### src/rtl/timer_pkg.sv
`default_nettype none
// ============================================================================
//  Module      : timer_pkg
//  Description : Shared constants for the memory-mapped countdown timer:
//                register indices, CTRL bit positions, mode encodings and
//                FSM state encodings.
//  Revision    : 1.0  initial release
// ============================================================================
package timer_pkg;

    // Word-register indices, decoded from bridge address bits [3:2]
    localparam logic [1:0] TIMER_CTRL   = 2'd0;
    localparam logic [1:0] TIMER_PRESET = 2'd1;
    localparam logic [1:0] TIMER_COUNT  = 2'd2;

    // CTRL field positions
    localparam int unsigned c_ctrl_en_bit   = 0;
    localparam int unsigned c_ctrl_mode_lsb = 1;
    localparam int unsigned c_ctrl_mode_msb = 2;
    localparam int unsigned c_ctrl_im_bit   = 3;

    // Mode encodings; 2'b1x falls back to one-shot behaviour
    localparam logic [1:0] c_mode_oneshot = 2'b00;
    localparam logic [1:0] c_mode_reload  = 2'b01;

    // FSM state encodings
    typedef logic [1:0] timer_state_t;
    localparam timer_state_t c_st_idle = 2'd0;
    localparam timer_state_t c_st_load = 2'd1;
    localparam timer_state_t c_st_cnt  = 2'd2;
    localparam timer_state_t c_st_int  = 2'd3;

    // Only the exact auto-reload encoding reloads; everything else is one-shot
    function automatic logic is_reload_mode(input logic [1:0] mode);
        return (mode == c_mode_reload);
    endfunction

endpackage
`default_nettype wire

### src/rtl/timer_prescaler.sv
`default_nettype none
// ============================================================================
//  Module      : timer_prescaler
//  Description : 16-bit clock divider producing a one-cycle tick every
//                PRESCALE clocks. clr holds the divider at 0 so that each
//                counting run starts with a full prescale period.
//  Revision    : 1.0  initial release
// ============================================================================
module timer_prescaler #(
    parameter int unsigned PRESCALE = 16
) (
    input  logic clk,
    input  logic reset,
    input  logic clr,
    output logic tick
);

    localparam logic [15:0] c_last = 16'(PRESCALE - 1);

    logic [15:0] r_cnt;

    // Tick on the last clock of each prescale period
    assign tick = (r_cnt == c_last);

    // Free-running divider, restarted by clr and on every tick
    always_ff @(posedge clk) begin
        if (reset || clr) begin
            r_cnt <= 16'd0;
        end else if (tick) begin
            r_cnt <= 16'd0;
        end else begin
            r_cnt <= r_cnt + 16'd1;
        end
    end

endmodule
`default_nettype wire

### src/rtl/timer.sv
`default_nettype none
// ============================================================================
//  Module      : timer
//  Description : Memory-mapped programmable countdown timer with CTRL,
//                PRESET and COUNT word registers, one-shot and auto-reload
//                modes and a registered, maskable interrupt request.
//                Optional feature macro: TIMER_PRESCALE_EN (divides the
//                COUNT decrement rate by PRESCALE).
//  Revision    : 1.0  initial release
// ============================================================================
module timer
    import timer_pkg::*;
#(
    parameter int unsigned PRESCALE = 16
) (
    input  logic        clk,
    input  logic        reset,
    input  logic [3:2]  dev_addr,
    input  logic [31:0] dev_wd,
    input  logic        we_timer,
    output logic [31:0] dev_rd,
    output logic        irq
);

    // Reject an illegal divider at elaboration time
    generate
        if (PRESCALE < 1 || PRESCALE > 65535) begin : g_prescale_range
            $error("timer: PRESCALE must lie in 1..65535");
        end
    endgenerate

    logic [3:0]   r_ctrl;
    logic [31:0]  r_preset;
    logic [31:0]  r_count;
    logic         r_irq_pending;
    logic         r_irq;
    timer_state_t r_state;

    logic w_ctrl_we;
    logic w_preset_we;
    logic w_enable;
    logic w_reload;
    logic w_tick;
    logic w_irq_set;
    logic w_oneshot_done;
    logic w_reload_done;

    assign w_ctrl_we      = we_timer && (dev_addr == TIMER_CTRL);
    assign w_preset_we    = we_timer && (dev_addr == TIMER_PRESET);
    assign w_enable       = r_ctrl[c_ctrl_en_bit];
    assign w_reload       = is_reload_mode(r_ctrl[c_ctrl_mode_msb:c_ctrl_mode_lsb]);
    // The zero check is deliberately not gated by the prescale tick
    assign w_irq_set      = (r_state == c_st_cnt) && w_enable && (r_count == 32'd0);
    assign w_oneshot_done = (r_state == c_st_int) && !w_reload;
    assign w_reload_done  = (r_state == c_st_int) && w_reload;

`ifdef TIMER_PRESCALE_EN
    logic w_prescale_clr;

    // Divider only runs while counting, so every LOAD restarts it from 0
    assign w_prescale_clr = (r_state != c_st_cnt);

    timer_prescaler #(
        .PRESCALE (PRESCALE)
    ) u_prescaler (
        .clk   (clk),
        .reset (reset),
        .clr   (w_prescale_clr),
        .tick  (w_tick)
    );
`else
    assign w_tick = 1'b1;
`endif

    // Control FSM and COUNT register; a disabled count is parked, never resumed
    always_ff @(posedge clk) begin
        if (reset) begin
            r_state <= c_st_idle;
            r_count <= 32'd0;
        end else begin
            case (r_state)
                c_st_idle: begin
                    if (w_enable) begin
                        r_state <= c_st_load;
                    end
                end
                c_st_load: begin
                    r_count <= r_preset;
                    r_state <= c_st_cnt;
                end
                c_st_cnt: begin
                    if (!w_enable) begin
                        r_state <= c_st_idle;
                    end else if (r_count == 32'd0) begin
                        r_state <= c_st_int;
                    end else if (w_tick) begin
                        r_count <= r_count - 32'd1;
                    end
                end
                c_st_int: begin
                    r_state <= w_reload ? c_st_load : c_st_idle;
                end
                default: begin
                    r_state <= c_st_idle;
                end
            endcase
        end
    end

    // CTRL register; a CPU write overrides the one-shot Enable clear
    always_ff @(posedge clk) begin
        if (reset) begin
            r_ctrl <= 4'd0;
        end else if (w_ctrl_we) begin
            r_ctrl <= dev_wd[3:0];
        end else if (w_oneshot_done) begin
            r_ctrl[c_ctrl_en_bit] <= 1'b0;
        end
    end

    // PRESET register; only sampled by the FSM in LOAD
    always_ff @(posedge clk) begin
        if (reset) begin
            r_preset <= 32'd0;
        end else if (w_preset_we) begin
            r_preset <= dev_wd;
        end
    end

    // Pending flag: a hardware set beats a simultaneous CTRL-write clear
    always_ff @(posedge clk) begin
        if (reset) begin
            r_irq_pending <= 1'b0;
        end else if (w_irq_set) begin
            r_irq_pending <= 1'b1;
        end else if (w_ctrl_we || w_reload_done) begin
            r_irq_pending <= 1'b0;
        end
    end

    // Registered, masked interrupt request
    always_ff @(posedge clk) begin
        if (reset) begin
            r_irq <= 1'b0;
        end else begin
            r_irq <= r_ctrl[c_ctrl_im_bit] & r_irq_pending;
        end
    end

    // Zero-latency read mux
    always_comb begin
        dev_rd = 32'd0;
        case (dev_addr)
            TIMER_CTRL:   dev_rd = {28'd0, r_ctrl};
            TIMER_PRESET: dev_rd = r_preset;
            TIMER_COUNT:  dev_rd = r_count;
            default:      dev_rd = 32'd0;
        endcase
    end

    assign irq = r_irq;

endmodule
`default_nettype wire

### config.mk
export PLATFORM = sky130hd
export DESIGN_NAME = timer
export DESIGN_NICKNAME = d
export VERILOG_FILES = /design/src/rtl/timer_pkg.sv /design/src/rtl/timer_prescaler.sv /design/src/rtl/timer.sv
export SDC_FILE = /design/constraint.sdc
export NUM_CORES = 1
export LEC_CHECK = 0
export CAP_MARGIN = 10
export CORE_MARGIN = 10
export CORE_UTILIZATION = 25
export DETAILED_ROUTE_END_ITERATION = 8
export PLACE_DENSITY_LB_ADDON = 0.15
export SLEW_MARGIN = 20
export SYNTH_ARGS = -nofsm -noshare
export SYNTH_HDL_FRONTEND = slang
export SYNTH_HIERARCHICAL = 1
export SYNTH_SLANG_ARGS = --single-unit
### constraint.sdc
create_clock -name clk -period 2.8 [get_ports clk]
set_input_delay 0.56 -clock clk [delete_from_list [all_inputs] [get_ports clk]]
set_output_delay 0.56 -clock clk [all_outputs]
set_load 0.02 [all_outputs]
Fig. 1: met1 routing
The bar under the picture is 50 um long. Supply wires on this layer in grey.
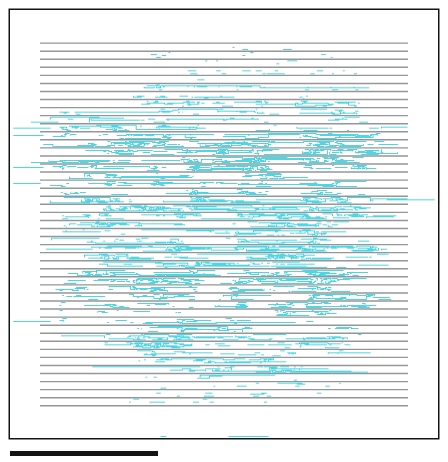
share of all routed wire	45%
wire length on this layer	6150 um
nets with wire on the layer	571
main direction	horizontal
longest straight run	46.9 um
total detailed-routing wirelength: 13730 um
met1 usage: 15.96%

Fig. 2: the metal 2 layer
Cells faint in the background.
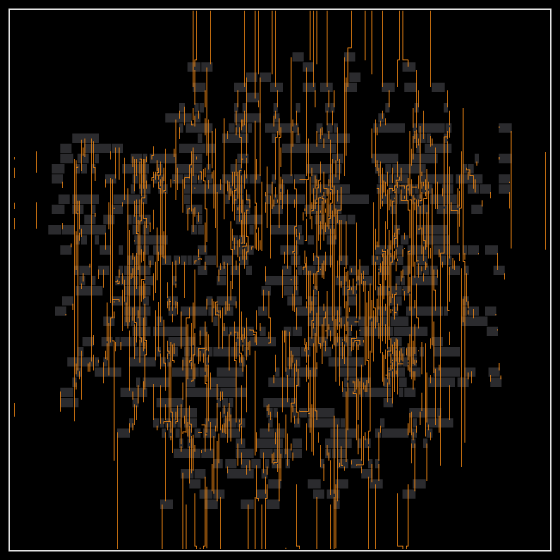
longest straight run	70.0 um
wire length on this layer	6710 um
share of all routed wire	49%

==> run summary <==
Post-place setup slack = -0.1487 ns
# fillers = 1638
Layout net count = 622
CORE AREA = 15200 um^2
Finished Layout Cells = 777
Placed Cells incl. Taps = 759
Worst-Skew Late Latency = 0.34 ns
Postcts setup bufs = 0
Most instantiated logic cells after routing = 114 x nand2_1, 72 x dfxtp_1, 67 x a21oi_1
Pwr Density = 454.5 nW/um^2
Relative slew slack = 57.46%
Setup CP Type = primary input to output pin
Placed Area = 4901 um^2
DRT antenna net count = 0
Hold depth = 2
Largest net degree at the start of global routing = 39
Crit path max fanout = 28
# IOs = 70
Status = completed
Yosys reg bits = 72
CTS Buf Count = 9
Lkg Pwr = 2.022 nW
FP Rows = 45
Combinational gate area = 2260 um^2
Yosys chip area = 3872 um^2
Initial DRC count = 339
Area growth, synth to finish = 33.51%
Layout cells sized above 1 = 10.19%
Dominant combinational family = AND-OR/OR-AND gates
Vias = 4097
Syn Area/Cell = 7.534 um^2
Register area = 1441 um^2
Placer Congestion = 0.8592
PortBufs = 69
Mux area share = 1.809%
Worst r2r src = r_count[20]
Synth Area in Simple Gates = 24.78%
Sequential area share after synthesis = 37.22%
Worst reg2reg path depth = 6
Global-route wire length before repair = 22250 um
Fig. 3: signal wires on met3
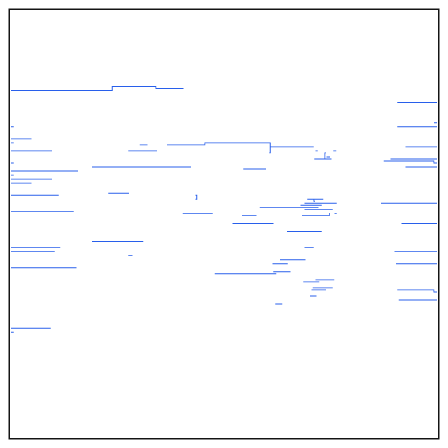
longest straight run	34.0 um
wire length on this layer	706 um
nets with wire on the layer	53
main direction	horizontal
share of all routed wire	5.1%

Fig. 4: M4 wires
Supply wires on this layer in grey.
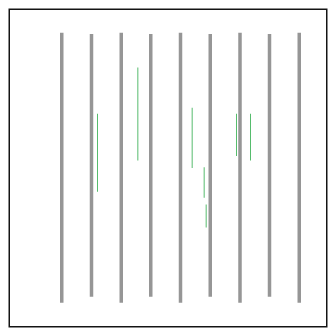
wire length on this layer	169 um
longest straight run	42.2 um
share of all routed wire	1.2%

-- power breakdown --
| group | internal (W) | switching, W | total, W |
|---|---|---|---|
| logic | 0.0000969 | 0.000106 | 0.000203 |
| registers | 0.00104 | 0.0000170 | 0.00106 |
| clock network | 0.000667 | 0.000420 | 0.00109 |
-- flip-flops by register name (all words and copies together) (netlist names) --
register / cells
r_ctrl: 4
r_irq_pending: 1
r_count: 32
irq: 1
r_preset: 32
r_state: 2
-- cell usage after synthesis (all sizes together) (2+ instances only) --
cell type and count:
and3 2, a21oi 67, inv 2, nand3b 2, a22oi 2, nand3 11, o211ai 2, dfxtp 72
o41ai 7, nor4 5, o41a 2, and4 2, nor2b 5, o31ai 2, o21a 4, nand4 3
nand2b 4, a32oi 4, nor2 25, clkbuf 38, buf 7, and2 3, o311ai 5, o32ai 5
a22o 31, a21o 2, or4 2, nand2 114, a31oi 8, nor3 15, o21ai 27, o31a 3
mux2i 7, nor3b 2, or3 8
-- critical path, cell delays in order --
cell and delay (ns):
clkdlybuf4s50_1 0.56, nor2b_2 0.22, buf_12 0.21, a22o_1 0.17, dlygate4sd2_1 0.34
-- final cells by class --
| type | instances | area share (%) |
|---|---|---|
| repair buffers | 104 | 18.13 |
| clock buffers | 13 | 5.227 |
| multi-input cells | 394 | 43.71 |
| well taps | 188 | 4.550 |
| inverters | 3 | 0.2178 |
| flip-flops and latches | 72 | 27.88 |
| clock inverters | 3 | 0.2904 |
-- per-layer routing --
| metal | global-route usage (%) | share of wire [%] |
|---|---|---|
| met1 | 15.96 | 45 |
| met2 | 22.81 | 49 |
| met3 | 3.641 | 5.1 |
| met4 | 3.989 | 1.2 |
| met5 | 0 | 0 |
Power is estimated from default activity; no workload was simulated.
